## src/rtl/nasti_lite_pkg.sv

```systemverilog
// Shared definitions for the nasti-lite write arbiter: FSM state encoding and
// B response codes.
package nasti_lite_pkg;

  typedef enum logic [1:0] {
    ST_IDLE = 2'd0,
    ST_AW   = 2'd1,
    ST_W    = 2'd2
  } state_e;

  localparam logic [1:0] RESP_OKAY   = 2'd0;
  localparam logic [1:0] RESP_SLVERR = 2'd2;

endpackage : nasti_lite_pkg

```

## src/rtl/nasti_lite_write_arbiter_if.sv

```systemverilog
// Bus bundle for the write arbiter: N master-side lite write ports plus the
// single slave-side port. The slave modport is the arbiter's view.
interface nasti_lite_write_arbiter_if #(
  parameter int N_MASTER   = 2,
  parameter int ID_WIDTH   = 1,
  parameter int ADDR_WIDTH = 8,
  parameter int DATA_WIDTH = 32
);
  localparam int IDX_W = $clog2(N_MASTER);
  localparam int SID_W = IDX_W + ID_WIDTH;

  // Every channel uses valid/ready: a beat transfers on a rising clk edge where
  // both are high; a source holds valid and payload stable until that edge.
  logic [N_MASTER-1:0][ID_WIDTH-1:0]     s_aw_id;
  logic [N_MASTER-1:0][ADDR_WIDTH-1:0]   s_aw_addr;
  logic [N_MASTER-1:0]                   s_aw_valid;
  logic [N_MASTER-1:0]                   s_aw_ready;

  logic [N_MASTER-1:0][DATA_WIDTH-1:0]   s_w_data;
  logic [N_MASTER-1:0][DATA_WIDTH/8-1:0] s_w_strb;
  logic [N_MASTER-1:0]                   s_w_valid;
  logic [N_MASTER-1:0]                   s_w_ready;

  logic [ID_WIDTH-1:0]                   s_b_id;
  logic [1:0]                            s_b_resp;
  logic [N_MASTER-1:0]                   s_b_valid;
  logic [N_MASTER-1:0]                   s_b_ready;

  logic [SID_W-1:0]                      m_aw_id;
  logic [ADDR_WIDTH-1:0]                 m_aw_addr;
  logic                                  m_aw_valid;
  logic                                  m_aw_ready;

  logic [DATA_WIDTH-1:0]                 m_w_data;
  logic [DATA_WIDTH/8-1:0]               m_w_strb;
  logic                                  m_w_valid;
  logic                                  m_w_ready;

  logic [SID_W-1:0]                      m_b_id;
  logic [1:0]                            m_b_resp;
  logic                                  m_b_valid;
  logic                                  m_b_ready;

  modport slave (
    input  s_aw_id, s_aw_addr, s_aw_valid, output s_aw_ready,
    input  s_w_data, s_w_strb, s_w_valid,  output s_w_ready,
    output s_b_id, s_b_resp, s_b_valid,    input  s_b_ready,
    output m_aw_id, m_aw_addr, m_aw_valid, input  m_aw_ready,
    output m_w_data, m_w_strb, m_w_valid,  input  m_w_ready,
    input  m_b_id, m_b_resp, m_b_valid,    output m_b_ready
  );

  modport master (
    output s_aw_id, s_aw_addr, s_aw_valid, input  s_aw_ready,
    output s_w_data, s_w_strb, s_w_valid,  input  s_w_ready,
    input  s_b_id, s_b_resp, s_b_valid,    output s_b_ready,
    input  m_aw_id, m_aw_addr, m_aw_valid, output m_aw_ready,
    input  m_w_data, m_w_strb, m_w_valid,  output m_w_ready,
    output m_b_id, m_b_resp, m_b_valid,    input  m_b_ready
  );

endinterface : nasti_lite_write_arbiter_if

```

## src/rtl/nasti_lite_write_arbiter_rr.sv

```systemverilog
// lite_rr_arbiter: picks the first requester found scanning upward from ptr
// (wrapping), returning a one-hot grant and its index. ptr = 0 gives fixed priority.
module lite_rr_arbiter #(
  parameter int N     = 2,
  parameter int IDX_W = $clog2(N)
) (
  input  logic [N-1:0]     req,
  input  logic [IDX_W-1:0] ptr,
  output logic [N-1:0]     grant_oh,
  output logic [IDX_W-1:0] grant_idx
);

  always_comb begin
    int  idx;
    logic found;
    grant_oh  = '0;
    grant_idx = '0;
    found     = 1'b0;
    idx       = 0;
    for (int off = 0; off < N; off++) begin
      idx = int'(ptr) + off;
      if (idx >= N) idx = idx - N;
      if (!found && req[idx]) begin
        found         = 1'b1;
        grant_oh[idx] = 1'b1;
        grant_idx     = IDX_W'(idx);
      end
    end
  end

endmodule : lite_rr_arbiter

```

## src/rtl/nasti_lite_write_arbiter.sv

```systemverilog
// N-to-1 nasti-lite write arbiter: serialises AW+W per granted master, routes B
// by the master index in the upper ID bits. Define NASTI_LITE_WARB_ROUND_ROBIN_EN
// for round-robin arbitration; otherwise the lowest requesting index wins.
module nasti_lite_write_arbiter
  import nasti_lite_pkg::*;
#(
  parameter int N_MASTER   = 2,
  parameter int ID_WIDTH   = 1,
  parameter int ADDR_WIDTH = 8,
  parameter int DATA_WIDTH = 32
) (
  input  logic                        clk,
  input  logic                        rstn,
  nasti_lite_write_arbiter_if.slave   bus,
  output logic                        err_bad_bid,
  output state_e                      dbg_state
);

  localparam int IDX_W = $clog2(N_MASTER);
  localparam int SID_W = IDX_W + ID_WIDTH;

  if (N_MASTER < 2) begin : g_bad_n
    $fatal(1, "nasti_lite_write_arbiter: N_MASTER must be >= 2");
  end
  if (DATA_WIDTH != 32 && DATA_WIDTH != 64) begin : g_bad_dw
    $fatal(1, "nasti_lite_write_arbiter: DATA_WIDTH must be 32 or 64");
  end

  state_e               state_q, state_d;
  logic [IDX_W-1:0]     g_q;
  logic [IDX_W-1:0]     ptr;
  logic [N_MASTER-1:0]  grant_oh;
  logic [IDX_W-1:0]     grant_idx;
  logic                 load_g;
  logic                 w_done;
  logic                 err_q;

  lite_rr_arbiter #(.N(N_MASTER), .IDX_W(IDX_W)) u_arb (
    .req       (bus.s_aw_valid),
    .ptr       (ptr),
    .grant_oh  (grant_oh),
    .grant_idx (grant_idx)
  );

`ifdef NASTI_LITE_WARB_ROUND_ROBIN_EN
  logic [IDX_W-1:0] ptr_q;
  always_ff @(posedge clk or negedge rstn) begin
    if (!rstn) begin
      ptr_q <= '0;
    end else if (w_done) begin
      ptr_q <= (g_q == IDX_W'(N_MASTER - 1)) ? '0 : g_q + IDX_W'(1);
    end
  end
  assign ptr = ptr_q;
`else
  assign ptr = '0;
`endif

  always_ff @(posedge clk or negedge rstn) begin
    if (!rstn) begin
      state_q <= ST_IDLE;
      g_q     <= '0;
    end else begin
      state_q <= state_d;
      if (load_g) g_q <= grant_idx;
    end
  end

  // Payload always follows g_q; only valid/ready are gated by state.
  always_comb begin
    state_d        = state_q;
    load_g         = 1'b0;
    w_done         = 1'b0;
    bus.s_aw_ready = '0;
    bus.s_w_ready  = '0;
    bus.m_aw_valid = 1'b0;
    bus.m_w_valid  = 1'b0;
    bus.m_aw_id    = {g_q, bus.s_aw_id[g_q]};
    bus.m_aw_addr  = bus.s_aw_addr[g_q];
    bus.m_w_data   = bus.s_w_data[g_q];
    bus.m_w_strb   = bus.s_w_strb[g_q];
    case (state_q)
      ST_IDLE: begin
        if (|grant_oh) begin
          load_g  = 1'b1;
          state_d = ST_AW;
        end
      end
      ST_AW: begin
        bus.m_aw_valid      = bus.s_aw_valid[g_q];
        bus.s_aw_ready[g_q] = bus.m_aw_ready;
        if (bus.s_aw_valid[g_q] && bus.m_aw_ready) state_d = ST_W;
      end
      ST_W: begin
        bus.m_w_valid      = bus.s_w_valid[g_q];
        bus.s_w_ready[g_q] = bus.m_w_ready;
        if (bus.s_w_valid[g_q] && bus.m_w_ready) begin
          w_done  = 1'b1;
          state_d = ST_IDLE;
        end
      end
      default: state_d = ST_IDLE;
    endcase
  end

  // B path is purely combinational; an unknown master index is sunk.
  logic [IDX_W-1:0] b_idx;
  logic             b_in_range;

  always_comb begin
    b_idx         = bus.m_b_id[SID_W-1 -: IDX_W];
    b_in_range    = (int'(b_idx) < N_MASTER);
    bus.s_b_id    = bus.m_b_id[ID_WIDTH-1:0];
    bus.s_b_resp  = bus.m_b_resp;
    bus.s_b_valid = '0;
    bus.m_b_ready = 1'b1;
    if (b_in_range) begin
      bus.s_b_valid[b_idx] = bus.m_b_valid;
      bus.m_b_ready        = bus.s_b_ready[b_idx];
    end
  end

  always_ff @(posedge clk or negedge rstn) begin
    if (!rstn) begin
      err_q <= 1'b0;
    end else if (bus.m_b_valid && !b_in_range) begin
      err_q <= 1'b1;
    end
  end

  assign err_bad_bid = err_q;
  assign dbg_state   = state_q;

endmodule : nasti_lite_write_arbiter
```

## src/flat_wrapper.sv

```systemverilog
// flat-port wrapper written by rule: the top's interface ports become plain ports
module nasti_lite_write_arbiter_flat import nasti_lite_pkg::*;
#(
  parameter int N_MASTER   = 2,
  parameter int ID_WIDTH   = 1,
  parameter int ADDR_WIDTH = 8,
  parameter int DATA_WIDTH = 32
)
  (clk, rstn, err_bad_bid, dbg_state, bus_s_aw_id, bus_s_aw_addr, bus_s_aw_valid, bus_s_aw_ready, bus_s_w_data, bus_s_w_strb, bus_s_w_valid, bus_s_w_ready, bus_s_b_id, bus_s_b_resp, bus_s_b_valid, bus_s_b_ready, bus_m_aw_id, bus_m_aw_addr, bus_m_aw_valid, bus_m_aw_ready, bus_m_w_data, bus_m_w_strb, bus_m_w_valid, bus_m_w_ready, bus_m_b_id, bus_m_b_resp, bus_m_b_valid, bus_m_b_ready);
  nasti_lite_write_arbiter_if #(.N_MASTER(N_MASTER), .ID_WIDTH(ID_WIDTH), .ADDR_WIDTH(ADDR_WIDTH), .DATA_WIDTH(DATA_WIDTH)) bus_i ();
  input  logic clk;
  input  logic rstn;
  output logic err_bad_bid;
  output state_e dbg_state;
  input wire logic [$bits(bus_i.s_aw_id)-1:0] bus_s_aw_id;
  input wire logic [$bits(bus_i.s_aw_addr)-1:0] bus_s_aw_addr;
  input wire logic [$bits(bus_i.s_aw_valid)-1:0] bus_s_aw_valid;
  output wire logic [$bits(bus_i.s_aw_ready)-1:0] bus_s_aw_ready;
  input wire logic [$bits(bus_i.s_w_data)-1:0] bus_s_w_data;
  input wire logic [$bits(bus_i.s_w_strb)-1:0] bus_s_w_strb;
  input wire logic [$bits(bus_i.s_w_valid)-1:0] bus_s_w_valid;
  output wire logic [$bits(bus_i.s_w_ready)-1:0] bus_s_w_ready;
  output wire logic [$bits(bus_i.s_b_id)-1:0] bus_s_b_id;
  output wire logic [$bits(bus_i.s_b_resp)-1:0] bus_s_b_resp;
  output wire logic [$bits(bus_i.s_b_valid)-1:0] bus_s_b_valid;
  input wire logic [$bits(bus_i.s_b_ready)-1:0] bus_s_b_ready;
  output wire logic [$bits(bus_i.m_aw_id)-1:0] bus_m_aw_id;
  output wire logic [$bits(bus_i.m_aw_addr)-1:0] bus_m_aw_addr;
  output wire logic [$bits(bus_i.m_aw_valid)-1:0] bus_m_aw_valid;
  input wire logic [$bits(bus_i.m_aw_ready)-1:0] bus_m_aw_ready;
  output wire logic [$bits(bus_i.m_w_data)-1:0] bus_m_w_data;
  output wire logic [$bits(bus_i.m_w_strb)-1:0] bus_m_w_strb;
  output wire logic [$bits(bus_i.m_w_valid)-1:0] bus_m_w_valid;
  input wire logic [$bits(bus_i.m_w_ready)-1:0] bus_m_w_ready;
  input wire logic [$bits(bus_i.m_b_id)-1:0] bus_m_b_id;
  input wire logic [$bits(bus_i.m_b_resp)-1:0] bus_m_b_resp;
  input wire logic [$bits(bus_i.m_b_valid)-1:0] bus_m_b_valid;
  output wire logic [$bits(bus_i.m_b_ready)-1:0] bus_m_b_ready;
  assign bus_i.s_aw_id = bus_s_aw_id;
  assign bus_i.s_aw_addr = bus_s_aw_addr;
  assign bus_i.s_aw_valid = bus_s_aw_valid;
  assign bus_s_aw_ready = bus_i.s_aw_ready;
  assign bus_i.s_w_data = bus_s_w_data;
  assign bus_i.s_w_strb = bus_s_w_strb;
  assign bus_i.s_w_valid = bus_s_w_valid;
  assign bus_s_w_ready = bus_i.s_w_ready;
  assign bus_s_b_id = bus_i.s_b_id;
  assign bus_s_b_resp = bus_i.s_b_resp;
  assign bus_s_b_valid = bus_i.s_b_valid;
  assign bus_i.s_b_ready = bus_s_b_ready;
  assign bus_m_aw_id = bus_i.m_aw_id;
  assign bus_m_aw_addr = bus_i.m_aw_addr;
  assign bus_m_aw_valid = bus_i.m_aw_valid;
  assign bus_i.m_aw_ready = bus_m_aw_ready;
  assign bus_m_w_data = bus_i.m_w_data;
  assign bus_m_w_strb = bus_i.m_w_strb;
  assign bus_m_w_valid = bus_i.m_w_valid;
  assign bus_i.m_w_ready = bus_m_w_ready;
  assign bus_i.m_b_id = bus_m_b_id;
  assign bus_i.m_b_resp = bus_m_b_resp;
  assign bus_i.m_b_valid = bus_m_b_valid;
  assign bus_m_b_ready = bus_i.m_b_ready;
  nasti_lite_write_arbiter #(.N_MASTER(N_MASTER), .ID_WIDTH(ID_WIDTH), .ADDR_WIDTH(ADDR_WIDTH), .DATA_WIDTH(DATA_WIDTH)) u_core (.clk(clk), .rstn(rstn), .bus(bus_i), .err_bad_bid(err_bad_bid), .dbg_state(dbg_state));
endmodule
```

## config.mk

```make
export PLATFORM = sky130hd
export DESIGN_NAME = nasti_lite_write_arbiter_flat
export DESIGN_NICKNAME = d
export VERILOG_FILES = /design/src/rtl/nasti_lite_pkg.sv /design/src/rtl/nasti_lite_write_arbiter_if.sv /design/src/rtl/nasti_lite_write_arbiter_rr.sv /design/src/rtl/nasti_lite_write_arbiter.sv /design/src/flat_wrapper.sv
export SDC_FILE = /design/constraint.sdc
export NUM_CORES = 1
export LEC_CHECK = 0
export CAP_MARGIN = 15
export CORE_MARGIN = 3
export CORE_UTILIZATION = 21
export CTS_BUF_LIST = sky130_fd_sc_hd__clkbuf_4 sky130_fd_sc_hd__clkbuf_8
export DETAILED_ROUTE_END_ITERATION = 10
export PLACE_DENSITY = 0.89
export SKIP_LAST_GASP = 1
export SYNTH_ARGS = -nofsm -noshare
export SYNTH_HDL_FRONTEND = slang
export SYNTH_SLANG_ARGS = --single-unit
export TNS_END_PERCENT = 10
```

## constraint.sdc

```tcl
create_clock -name clk -period 3.6 [get_ports clk]
set_input_delay 0.72 -clock clk [delete_from_list [all_inputs] [get_ports clk]]
set_output_delay 0.72 -clock clk [all_outputs]
set_load 0.02 [all_outputs]
```

==> run_1/pdn.png <==
Bar = 20 µm. Pins as bars on the die edge.
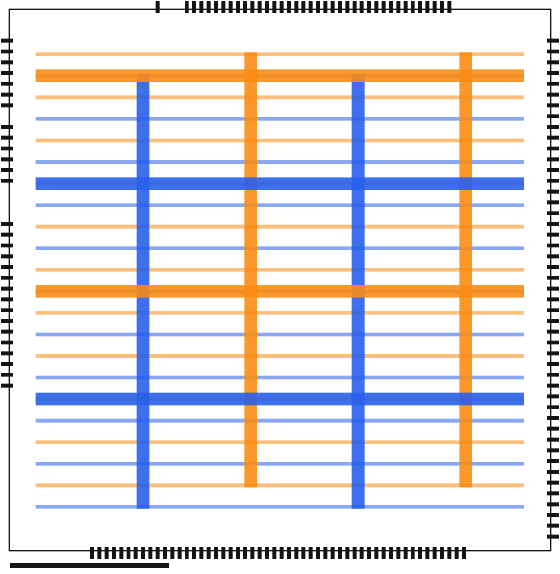
| net | colour |
|---|---|
| VSS | blue |
| VDD | orange |
met1 rails: 22
met4 straps: 4
Placeable Area: 3520 µm²
die width: 68.1 µm
VDD IR-drop max: 429 µV
Die Y: 68.1 µm

==> run_1/cell_classes.png <==
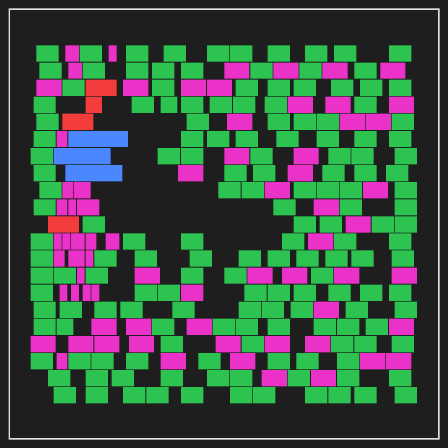
| class | colour | cells | share of their area |
|---|---|---|---|
| flip-flops | blue | 3 | 3.2% |
| clock drivers and dummy loads | red | 4 | 2.1% |
| all other logic | magenta | 70 | 27% |
| other buffers and delay cells | green | 160 | 67% |
flop share of the area: 0.0315
Rows: 21
Final Cell Area: 2420 µm²

==> run_1/clock_map.png <==
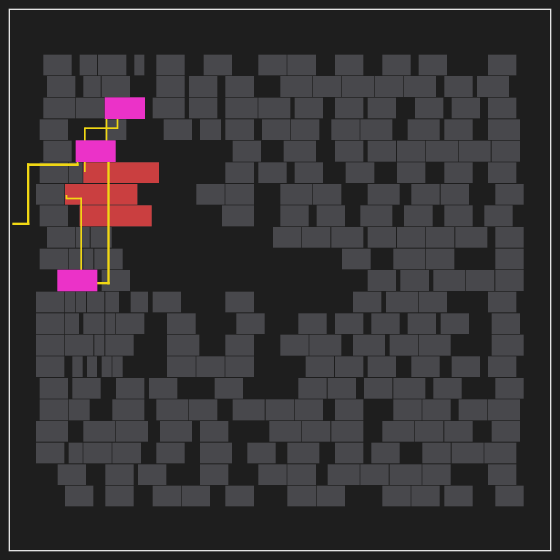
[cells driving clock nets] magenta | count: 3
[flip-flops] red | count: 3
[clock wires] yellow | length: 72.5 µm
routed clock nets: 4
Clock Latency Late Sink: 210 ps
Clock group: 0.000105 W
clock power share: 0.079

==> run_1/metal_stack.png <==
Bar = 20 µm.
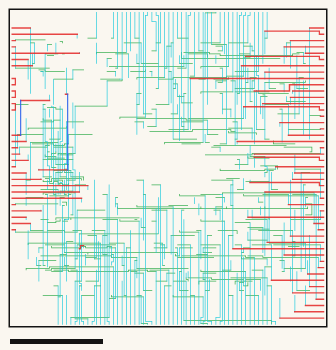
| layer | colour | wire length |
|---|---|---|
| met3 | red | 563 µm |
| met4 | blue | 23.8 µm |
| met2 | cyan | 2,570 µm |
| met1 | green | 1,400 µm |
vias: 1,248
drt wl/cell: 16.1 µm
all-layer global routing usage: 0.179
final wirelength: 4.56 mm

==> flow_metrics.tcl, run 1 <==
# place-and-route summary
set metrics [dict create \
    status "completed" \
    yosysUniqueCellTypes 17 \
    dr_wl_met2_mm 2.57 \
    cts_tree "done" \
    postCtsSetupRepairBufs 0 \
    fmax_ghz 0.334 \
    finalSetupViolations 0 \
    utilization 0.689 \
    drt_iter0_drc 23 \
    dieArea_um2 4640 \
    reg2reg_from "u_core.g_q$_DFFE_PN0P_" \
    ys.flops 3 \
    final_cells 283 \
    post_drt_via_cell_ratio 4.41 \
    grt_pass1_vias 1183 \
    timing.final.crit_share 0.831 \
    ys_seq_frac 0.0926 \
    hold_violations 0 \
    hold_buffers 0 \
    drv_cap 0 \
    ff_type "dfrtp_1" \
    ys_warn_count 0 \
    grt_start_max_net_pins 35 \
    place_congestion 0.765 \
    synth_top_area_share 0.639 \
    cts_root_buf "clkbuf_8" \
    synth.avg_cell_area_um2 9.65 \
    crit_path_start "u_core.g_q$_DFFE_PN0P_" \
    arrival_ps 2270 \
    worst_hold_path.endpoint "u_core.dbg_state[0]$_DFFE_PN0P_" \
    ios 166 \
    cts.path.max_buffers 2 \
    reg2reg_slack_ps 2120 \
    tns_ps 0 \
    overflow 0 \
]
-- run 1: registers in the layout (all words and copies together), names as in the netlist --
name              count
u_core.dbg_state      2
u_core.g_q            1
-- run 1: layer usage --
metal,vias up,global-route usage
li1,605,-
met1,565,0.169
met2,74,0.365
met3,4,0.0558
met4,0,0.0447
met5,-,0
-- run 1: through the flow --
stage          setup slack, ps  hold slack, ps
2_1_floorplan             1540             424
3_3_place_gp               716             547
3_5_place_dp               656             543
4_1_cts                    586             554
5_1_grt                    508             572
6_report                   608             555
-- run 1: Yosys cell counts, types with 2 or more instances --
| master | number |
|---|---|
| mux2_2 | 46 |
| a21oi_1 | 2 |
| mux2i_1 | 2 |
| buf_6 | 2 |
| dfrtp_1 | 3 |
| nor3_1 | 4 |
| nor2_1 | 6 |
| buf_4 | 9 |
| inv_1 | 2 |
-- run 1: area by class of cell --
cell class                      instances  area (µm²)  share of cell area
Inverter                                2        7.51             0.00310
Sequential cell                         3        76.3              0.0315
Tap cell                               46        57.6              0.0237
Clock buffer                            4        48.8              0.0201
Multi-Input combinational cell         68         638               0.263
Timing Repair Buffer                  160        1600               0.658
-- run 1: cell families after synthesis --
family / after synthesis / synth area share
flops: 3 / 0.0926
other cells: 1 / 0.00463
buf+inv: 13 / 0.120
compound gates: 3 / 0.0201
simple gates: 16 / 0.0988
mux: 48 / 0.664
-- run 1: worst max-delay path, stage by stage, from the launching register on --
cell	delay, ps
dfrtp_2	820
buf_4	310
mux2_2	350
clkdlybuf4s50_1	560
-- run 1: power breakdown --
part	total (W)	switching (W)	internal, W
sequential	0.000136	0.0000860	0.0000496
clock	0.000105	0.0000216	0.0000830
combinational	0.00108	0.000446	0.000633
## Run 2: what changed since run 1
Settings changed: CORE_UTILIZATION 21 to 17, PLACE_DENSITY 0.89 to 0.77.
Clock period 3.6 ns to 2.7 ns, I/O delays scaled along.
==> flow_metrics.tcl, run 2 <==
# place-and-route summary
set metrics [dict create \
    status "completed" \
    top_cells_by_count "46 x mux2_2, 9 x buf_4, 6 x nor2_1" \
    logic_area_um2 638 \
    largest_reg_flops 2 \
    utilization 0.548 \
    cts_root_buf "clkbuf_8" \
    grt_util_all_layers 0.133 \
    ys_warn_count 0 \
    grt_start_max_net_pins 20 \
    post_drt_via_cell_ratio 4.33 \
    hold_buffers 0 \
    seq_area_um2 76.3 \
    synth.avg_cell_area_um2 9.65 \
    ys_seq_frac 0.0926 \
    overflow 0 \
    use_met3 0.0307 \
    timing.final.crit_share 0.959 \
    grt_pass1_vias 1149 \
    final_cells 290 \
    ys.flops 3 \
    tns_ps 0 \
    use_met1 0.127 \
    vias 1255 \
    dieArea_um2 5630 \
    insertion_delay_ps 210 \
    most_common_cell "mux2_2" \
    drt_iter0_drc 35 \
    grt_use_met2 0.266 \
]
==> run 2: logic make-up (layout without fill, tap and decap cells) <==
kind of cell / after synthesis / in the layout / share of synthesized area
mux: 48 / 48 / 0.664
compound gates: 3 / 3 / 0.0201
other cells: 1 / 1 / 0.00463
flops: 3 / 3 / 0.0926
simple gates: 16 / 16 / 0.0988
buf+inv: 13 / 167 / 0.120
==> run 2: path summary, 6_finish.rpt <==
| path | end | slack, ps |
|---|---|---|
| worst max register to register | u_core.dbg_state[1]$_DFFE_PN0P_ | 1290 |
| worst max-delay path | bus_m_aw_valid | 110 |
| min in group clk | u_core.dbg_state[0]$_DFFE_PN0P_ | 550 |
| max in group asynchronous | u_core.g_q$_DFFE_PN0P_ | 2040 |
| worst min register to register | u_core.dbg_state[0]$_DFFE_PN0P_ | 550 |
| worst min-delay path | u_core.dbg_state[0]$_DFFE_PN0P_ | 510 |
==> run 2: area by class of cell <==
class / instances / share of cell area
clock buffers: 4 / 0.0199
well taps: 52 / 0.0265
inverters: 2 / 0.00306
flip-flops and latches: 3 / 0.0311
multi-input cells: 68 / 0.260
repair buffers: 161 / 0.659
==> run 2: worst max-delay path, cell delays in order <==
cell and delay (ps):
clkdlybuf4s50_1 500, mux2i_1 120, nor3b_1 230, clkdlybuf4s50_1 650
==> run 2: metrics by stage <==
step           setup WS, ps  area (µm²)
2_1_floorplan           988         811
3_3_place_gp            187        2400
3_5_place_dp           98.5        2400
4_1_cts                87.4        2450
5_1_grt                15.3        2450
6_report                112        2450
==> run 2: power by group <==
| part | internal (W) | switching [W] |
|---|---|---|
| combinational | 0.000871 | 0.000653 |
| clock | 0.000111 | 0.0000307 |
| sequential | 0.0000674 | 0.0000685 |
| total | 0.00105 | 0.000753 |
==> run_2/clock_map.png <==
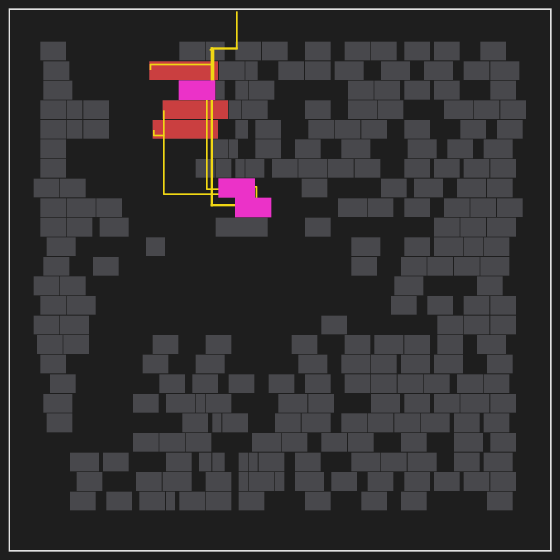
[clock wires] yellow | length: 104 µm
[flip-flops] red | count: 3
[cells driving clock nets] magenta | count: 3
routed clock nets: 4
Clock group: 0.000142 W
Layout Skew: 0.960 ps

==> run_2/pdn.png <==
Bar = 20 µm. Pins as bars on the die edge.
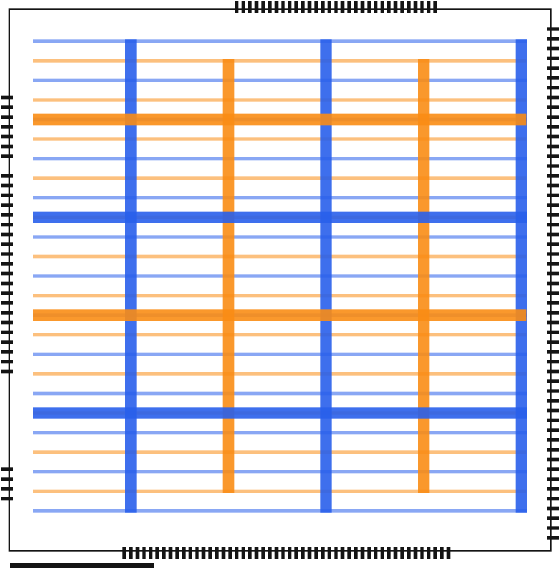
| net | colour |
|---|---|
| VSS | blue |
| VDD | orange |
signal pins: 166
met1 rails: 25
met5 straps: 4
met4 straps: 5
die width: 75.1 µm
Placeable Area: 4470 µm²

Power and IR drop assume default switching activity.
